`src/rtl/riscv_pkg.sv`:
```
// riscv_pkg
// Shared definitions for the memory stage. The load/store unit uses them here,
// and the decoder uses the same store-width and load-extension encodings.
//   lsu_state_t : load/store unit sequencing states
//   storesrc_t  : store width select (B/H/W/D)
//   memext_t    : load width and sign/zero extension select
package riscv_pkg;

  // LSU sequencing. DRAIN absorbs the response of a load that was flushed
  // after its request had already been accepted.
  typedef enum logic [2:0] {
    LSU_IDLE  = 3'd0,
    LSU_REQ   = 3'd1,
    LSU_WAIT  = 3'd2,
    LSU_DONE  = 3'd3,
    LSU_DRAIN = 3'd4
  } lsu_state_t;

  typedef enum logic [1:0] {
    STORE_B = 2'b00,
    STORE_H = 2'b01,
    STORE_W = 2'b10,
    STORE_D = 2'b11
  } storesrc_t;

  typedef enum logic [2:0] {
    MEMEXT_LB  = 3'b000,
    MEMEXT_LH  = 3'b001,
    MEMEXT_LW  = 3'b010,
    MEMEXT_LD  = 3'b011,
    MEMEXT_LBU = 3'b100,
    MEMEXT_LHU = 3'b101,
    MEMEXT_LWU = 3'b110
  } memext_t;

endpackage

```
`src/rtl/riscv_lsu_align.sv`:
```
// riscv_lsu_align
// Combinational byte-lane logic for the load/store unit.
//   i_align_offset    : address bits [2:0], the byte lane within the doubleword
//   i_align_storesrc  : store width (storesrc_t encoding)
//   i_align_storedata : LSB-aligned store data
//   i_align_memext    : load width/extension (memext_t encoding)
//   i_align_rdata     : aligned doubleword returned by memory
//   o_align_wdata     : store data moved up to its byte lane
//   o_align_wstrb     : byte enables for the store
//   o_align_loadext   : selected load lane, sign- or zero-extended to 64 bits
module riscv_lsu_align
  import riscv_pkg::*;
(
  input  logic [2:0]  i_align_offset,
  input  logic [1:0]  i_align_storesrc,
  input  logic [63:0] i_align_storedata,
  input  logic [2:0]  i_align_memext,
  input  logic [63:0] i_align_rdata,
  output logic [63:0] o_align_wdata,
  output logic [7:0]  o_align_wstrb,
  output logic [63:0] o_align_loadext
);

  logic [5:0]  w_bit_shift;
  logic [7:0]  w_base_strb;
  logic [63:0] w_lane;

  // The byte offset becomes a bit offset by appending three zero bits.
  assign w_bit_shift = {i_align_offset, 3'b000};

  // Byte-enable pattern for a store of the given width before lane placement.
  always_comb begin
    w_base_strb = 8'h01;
    case (storesrc_t'(i_align_storesrc))
      STORE_B: w_base_strb = 8'h01;
      STORE_H: w_base_strb = 8'h03;
      STORE_W: w_base_strb = 8'h0F;
      STORE_D: w_base_strb = 8'hFF;
    endcase
  end

  assign o_align_wstrb = w_base_strb << i_align_offset;
  assign o_align_wdata = i_align_storedata << w_bit_shift;

  // Bring the addressed lane down to bit 0, then keep only the loaded width
  // and fill the upper bits with either the lane's sign bit or zeros.
  assign w_lane = i_align_rdata >> w_bit_shift;

  always_comb begin
    o_align_loadext = w_lane;
    case (memext_t'(i_align_memext))
      MEMEXT_LB:  o_align_loadext = {{56{w_lane[7]}},  w_lane[7:0]};
      MEMEXT_LH:  o_align_loadext = {{48{w_lane[15]}}, w_lane[15:0]};
      MEMEXT_LW:  o_align_loadext = {{32{w_lane[31]}}, w_lane[31:0]};
      MEMEXT_LD:  o_align_loadext = w_lane;
      MEMEXT_LBU: o_align_loadext = {56'd0, w_lane[7:0]};
      MEMEXT_LHU: o_align_loadext = {48'd0, w_lane[15:0]};
      MEMEXT_LWU: o_align_loadext = {32'd0, w_lane[31:0]};
      default:    o_align_loadext = w_lane;
    endcase
  end

endmodule

```
`src/rtl/riscv_mem_lsu.sv`:
```
// riscv_mem_lsu
// Memory-stage load/store unit. It takes the EX/MEM register outputs, runs one
// data-memory access over a valid/ready request plus response-valid return,
// and holds the pipeline through o_riscv_lsu_stall until the access completes.
//   i_riscv_lsu_clk / i_riscv_lsu_rst_n : clock, synchronous active-low reset
//   i_riscv_lsu_load_m / _store_m        : memory operation in MEM stage
//   i_riscv_lsu_storesrc_m / _memext_m   : store width, load width/extension
//   i_riscv_lsu_addr_m / _storedata_m    : effective address, store data
//   i_riscv_lsu_trap_m / _flush          : instruction traps, pipeline flush
//   o_riscv_lsu_stall                    : hold EX/MEM and earlier stages
//   o_riscv_lsu_loaddata                 : registered, extended load result
//   o_riscv_lsu_req_* / i_riscv_lsu_req_ready : request channel
//   i_riscv_lsu_rsp_valid / i_riscv_lsu_rdata : read response channel
module riscv_mem_lsu
  import riscv_pkg::*;
(
  input  logic        i_riscv_lsu_clk,
  input  logic        i_riscv_lsu_rst_n,
  input  logic        i_riscv_lsu_load_m,
  input  logic        i_riscv_lsu_store_m,
  input  logic [1:0]  i_riscv_lsu_storesrc_m,
  input  logic [2:0]  i_riscv_lsu_memext_m,
  input  logic [63:0] i_riscv_lsu_addr_m,
  input  logic [63:0] i_riscv_lsu_storedata_m,
  input  logic        i_riscv_lsu_trap_m,
  input  logic        i_riscv_lsu_flush,
  output logic        o_riscv_lsu_stall,
  output logic [63:0] o_riscv_lsu_loaddata,
  output logic        o_riscv_lsu_req_valid,
  input  logic        i_riscv_lsu_req_ready,
  output logic [63:0] o_riscv_lsu_req_addr,
  output logic        o_riscv_lsu_req_we,
  output logic [63:0] o_riscv_lsu_req_wdata,
  output logic [7:0]  o_riscv_lsu_req_wstrb,
  input  logic        i_riscv_lsu_rsp_valid,
  input  logic [63:0] i_riscv_lsu_rdata
);

  lsu_state_t  r_state;
  lsu_state_t  w_next_state;
  logic [63:0] r_loaddata;
  logic        w_access;
  logic        w_req_valid;
  logic        w_load_commit;
  logic [63:0] w_wdata_aligned;
  logic [7:0]  w_wstrb_aligned;
  logic [63:0] w_load_ext;

  // A trapping or flushed instruction must never touch memory.
  assign w_access = (i_riscv_lsu_load_m | i_riscv_lsu_store_m) &
                    ~i_riscv_lsu_trap_m & ~i_riscv_lsu_flush;

  riscv_lsu_align u_align (
    .i_align_offset    (i_riscv_lsu_addr_m[2:0]),
    .i_align_storesrc  (i_riscv_lsu_storesrc_m),
    .i_align_storedata (i_riscv_lsu_storedata_m),
    .i_align_memext    (i_riscv_lsu_memext_m),
    .i_align_rdata     (i_riscv_lsu_rdata),
    .o_align_wdata     (w_wdata_aligned),
    .o_align_wstrb     (w_wstrb_aligned),
    .o_align_loadext   (w_load_ext)
  );

  // State register. Reset abandons any access in flight; a response that
  // arrives later for it is simply ignored in IDLE.
  always_ff @(posedge i_riscv_lsu_clk) begin
    if (!i_riscv_lsu_rst_n) begin
      r_state <= LSU_IDLE;
    end else begin
      r_state <= w_next_state;
    end
  end

  // Next-state and request-valid decode. A flush in REQ withdraws the request
  // in the same cycle so it can never be accepted. A flush in WAIT leaves a
  // response outstanding, which DRAIN swallows, unless that response arrives
  // in the flush cycle itself, in which case there is nothing left to drain.
  always_comb begin
    w_next_state = r_state;
    w_req_valid  = 1'b0;
    case (r_state)
      LSU_IDLE: begin
        if (w_access) begin
          w_next_state = LSU_REQ;
        end
      end
      LSU_REQ: begin
        if (i_riscv_lsu_flush) begin
          w_next_state = LSU_IDLE;
        end else begin
          w_req_valid = 1'b1;
          if (i_riscv_lsu_req_ready) begin
            w_next_state = i_riscv_lsu_store_m ? LSU_DONE : LSU_WAIT;
          end
        end
      end
      LSU_WAIT: begin
        if (i_riscv_lsu_flush) begin
          w_next_state = i_riscv_lsu_rsp_valid ? LSU_IDLE : LSU_DRAIN;
        end else if (i_riscv_lsu_rsp_valid) begin
          w_next_state = LSU_DONE;
        end
      end
      LSU_DONE: begin
        w_next_state = LSU_IDLE;
      end
      LSU_DRAIN: begin
        if (i_riscv_lsu_rsp_valid) begin
          w_next_state = LSU_IDLE;
        end
      end
      default: begin
        w_next_state = LSU_IDLE;
      end
    endcase
  end

  // Load data is captured only when a live load's response arrives, so the
  // value seen in DONE belongs to the instruction leaving the stage.
  assign w_load_commit = (r_state == LSU_WAIT) & i_riscv_lsu_rsp_valid &
                         ~i_riscv_lsu_flush;

  always_ff @(posedge i_riscv_lsu_clk) begin
    if (!i_riscv_lsu_rst_n) begin
      r_loaddata <= 64'd0;
    end else if (w_load_commit) begin
      r_loaddata <= w_load_ext;
    end
  end

  // The pipeline is released only in DONE; DRAIN stalls regardless of what
  // the next instruction is, so it cannot request until the bus is quiet.
  assign o_riscv_lsu_stall = (w_access & (r_state != LSU_DONE)) |
                             (r_state == LSU_DRAIN);

  // Request fields come straight from the held EX/MEM register and are
  // forced to zero whenever no request is being presented.
  assign o_riscv_lsu_req_valid = w_req_valid;
  assign o_riscv_lsu_req_addr  = w_req_valid ? {i_riscv_lsu_addr_m[63:3], 3'b000} : 64'd0;
  assign o_riscv_lsu_req_we    = w_req_valid & i_riscv_lsu_store_m;
  assign o_riscv_lsu_req_wdata = w_req_valid ? w_wdata_aligned : 64'd0;
  assign o_riscv_lsu_req_wstrb = w_req_valid ? w_wstrb_aligned : 8'd0;
  assign o_riscv_lsu_loaddata  = r_loaddata;

endmodule

```
`config.mk`:
```
export PLATFORM = sky130hd
export DESIGN_NAME = riscv_mem_lsu
export DESIGN_NICKNAME = d
export VERILOG_FILES = /design/src/rtl/riscv_pkg.sv /design/src/rtl/riscv_lsu_align.sv /design/src/rtl/riscv_mem_lsu.sv
export SDC_FILE = /design/constraint.sdc
export NUM_CORES = 1
export LEC_CHECK = 0
export CORE_AREA = 2 2 159 161
export DETAILED_ROUTE_END_ITERATION = 16
export DIE_AREA = 0 0 161 163
export GPL_ROUTABILITY_DRIVEN = 0
export GPL_TIMING_DRIVEN = 0
export PLACE_DENSITY = 0.65
export RECOVER_POWER = 50
export SETUP_SLACK_MARGIN = 0.3
export SLEW_MARGIN = 20
export SYNTH_ARGS = -nofsm -noshare
export SYNTH_HDL_FRONTEND = slang
export SYNTH_SLANG_ARGS = --single-unit
export TNS_END_PERCENT = 50
```
`constraint.sdc`:
```
create_clock -name i_riscv_lsu_clk -period 2.2 [get_ports i_riscv_lsu_clk]
set_clock_uncertainty 0.2 [all_clocks]
set_input_delay 0.22 -clock i_riscv_lsu_clk [delete_from_list [all_inputs] [get_ports i_riscv_lsu_clk]]
set_output_delay 0.22 -clock i_riscv_lsu_clk [all_outputs]
set_load 0.02 [all_outputs]
```
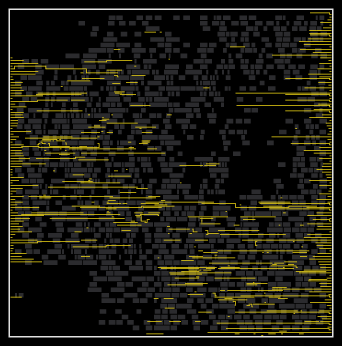
Figure 1: M3 wires.
Drawn at 2 px/um. Cells faint in the background.
main direction: horizontal
nets with wire on the layer: 345

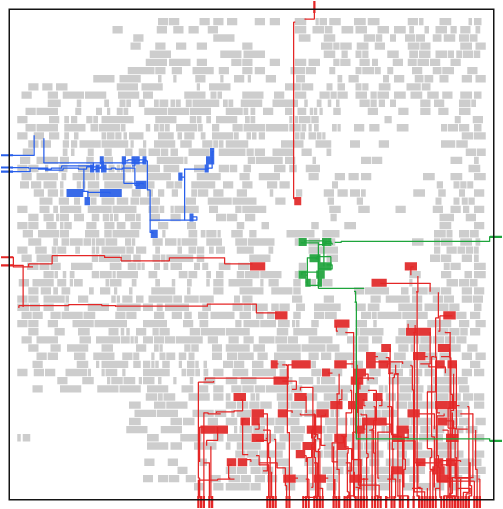
Figure 2: I/O nets highlighted.
Drawn at 3 px/um.
| port | colour | direction | end cells | buffers | wire |
|---|---|---|---|---|---|
| o_riscv_lsu_req_wdata | red | output | 64 | 64 | 2570 um |
| i_riscv_lsu_storesrc_m | green | input | 10 | 2 | 251 um |
| i_riscv_lsu_memext_m | blue | input | 18 | 4 | 268 um |
Port-buffer cells: 400
I/O pin total: 408

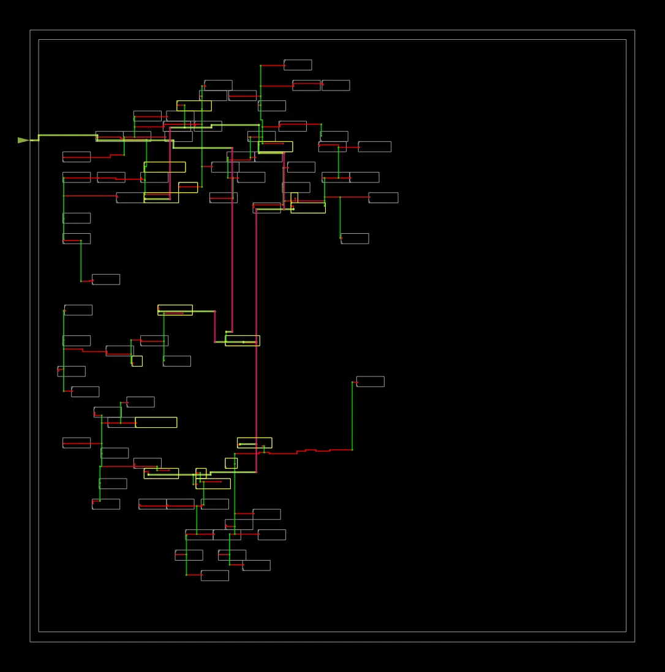
Figure 3: the clock network.
clk sinks: 67
clk pwr: 1.61 mW
# clk buffers: 10
flip-flop and latch count: 67

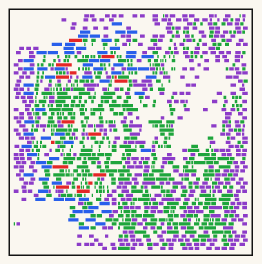
Figure 4: cells coloured by class.
Drawn at 1.5 px/um.
| class | colour | cells |
|---|---|---|
| flip-flops | blue | 67 |
| clock drivers and dummy loads | red | 16 |
| other buffers and delay cells | purple | 528 |
| all other logic | green | 625 |

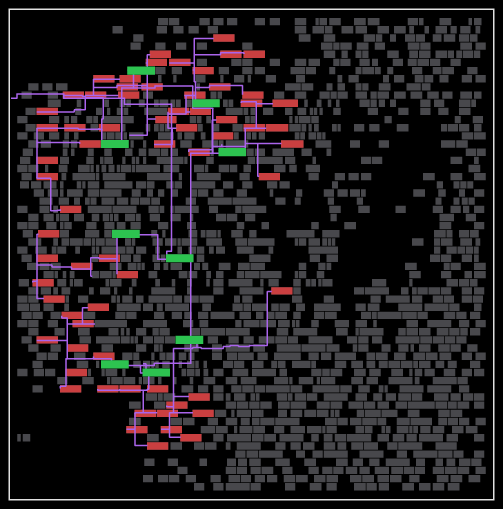
Figure 5: routed clock nets over the placement.
Drawn at 3 px/um.
[clock wires] purple | length: 1100 um
[flip-flops] red | count: 67
[cells driving clock nets] green | count: 9
routed clock nets: 10

==> flow_metrics.tcl <==
# yosys + openroad results
set metrics [dict create \
    final_common_cell "clkdlybuf4s50_1" \
    seq_area_frac 0.1016 \
    nonClockBufferCount 528 \
    insertion_delay_ns 0.34 \
    cts_tree "yes" \
    rsz0062_at_grt "true" \
    ir_drop_mv 0.3079 \
    worst_slack_ns -0.5120 \
    final-comb-area_sq_um 5725 \
    lay_top_cells "197 x clkdlybuf4s50_1, 92 x buf_6, 75 x mux2i_1, 64 x dfxtp_1, 60 x dlygate4sd3_1" \
    grt_max_degree 13 \
    seqPwrFrac 0.250 \
    buf_share 0.4096 \
    synth_cell_types 52 \
    most_common_cell "mux2i_1" \
    warnings 29 \
    status "finished with violations" \
    violations "negative setup slack" \
    finalSetupViolCount 136 \
    numCtsBuffers 9 \
    whs_ns 0.04557 \
    crit_chain "or4b_4, buf_8, or3_4, clkbuf_16, nor2b_4, buf_6" \
    placed_area_sq_um 11800 \
    dieArea_sq_um 26240 \
    end_kind "primary output" \
    drtIter0Drc 781 \
    area_growth_pct 94.23 \
    power_frac_clock 0.328 \
    critPathSlowestCell "or4b_4" \
    crit_start "r_state[2]$_SDFFE_PN0P_" \
    rows 58 \
    grt_antenna_before_repair 3 \
    yosys_most_used_dff "dfxtp_1" \
    coreArea_sq_um 24670 \
    clk_share 0.02471 \
    ant_nets 0 \
    post_drt_wl_per_cell_um 26.37 \
    clockRootBuffer "clkbuf_16" \
    inverters 3 \
    yosysCellCount 775 \
    edf_count 0 \
    power.group.top "combinational cells" \
    synth_flops 67 \
    r2r_start "r_state[1]$_SDFFE_PN0P_" \
    cts_hold_buf 0 \
    min_from "i_riscv_lsu_rst_n" \
]
[final timing paths]
path	slack, ns	end
worst max register to register	0.03	o_riscv_lsu_loaddata[57]$_SDFFE_PN0P_
worst min-delay path	0.05	o_riscv_lsu_loaddata[29]$_SDFFE_PN0P_
worst min register to register	0.30	o_riscv_lsu_loaddata[2]$_SDFFE_PN0P_
worst max-delay path	-0.51	o_riscv_lsu_req_wdata[15]
[metal layers]
metal	vias to the layer above	wire, um	GRT usage
li1	3820	-	-
met1	4294	15450	0.3596
met4	4	1766	0.1043
met3	112	3781	0.06417
met5	-	25	0
met2	575	20300	0.5334
[flip-flops by register name, indices dropped and copies added, names as in the netlist]
name / count
o_riscv_lsu_loaddata: 64
r_state: 3
[tightest hold or removal path, stage by stage]
cell,delay (ns)
clkbuf_1,0.17
o21ai_0,0.11
a31oi_1,0.04
Power is estimated from default activity; no workload was simulated.
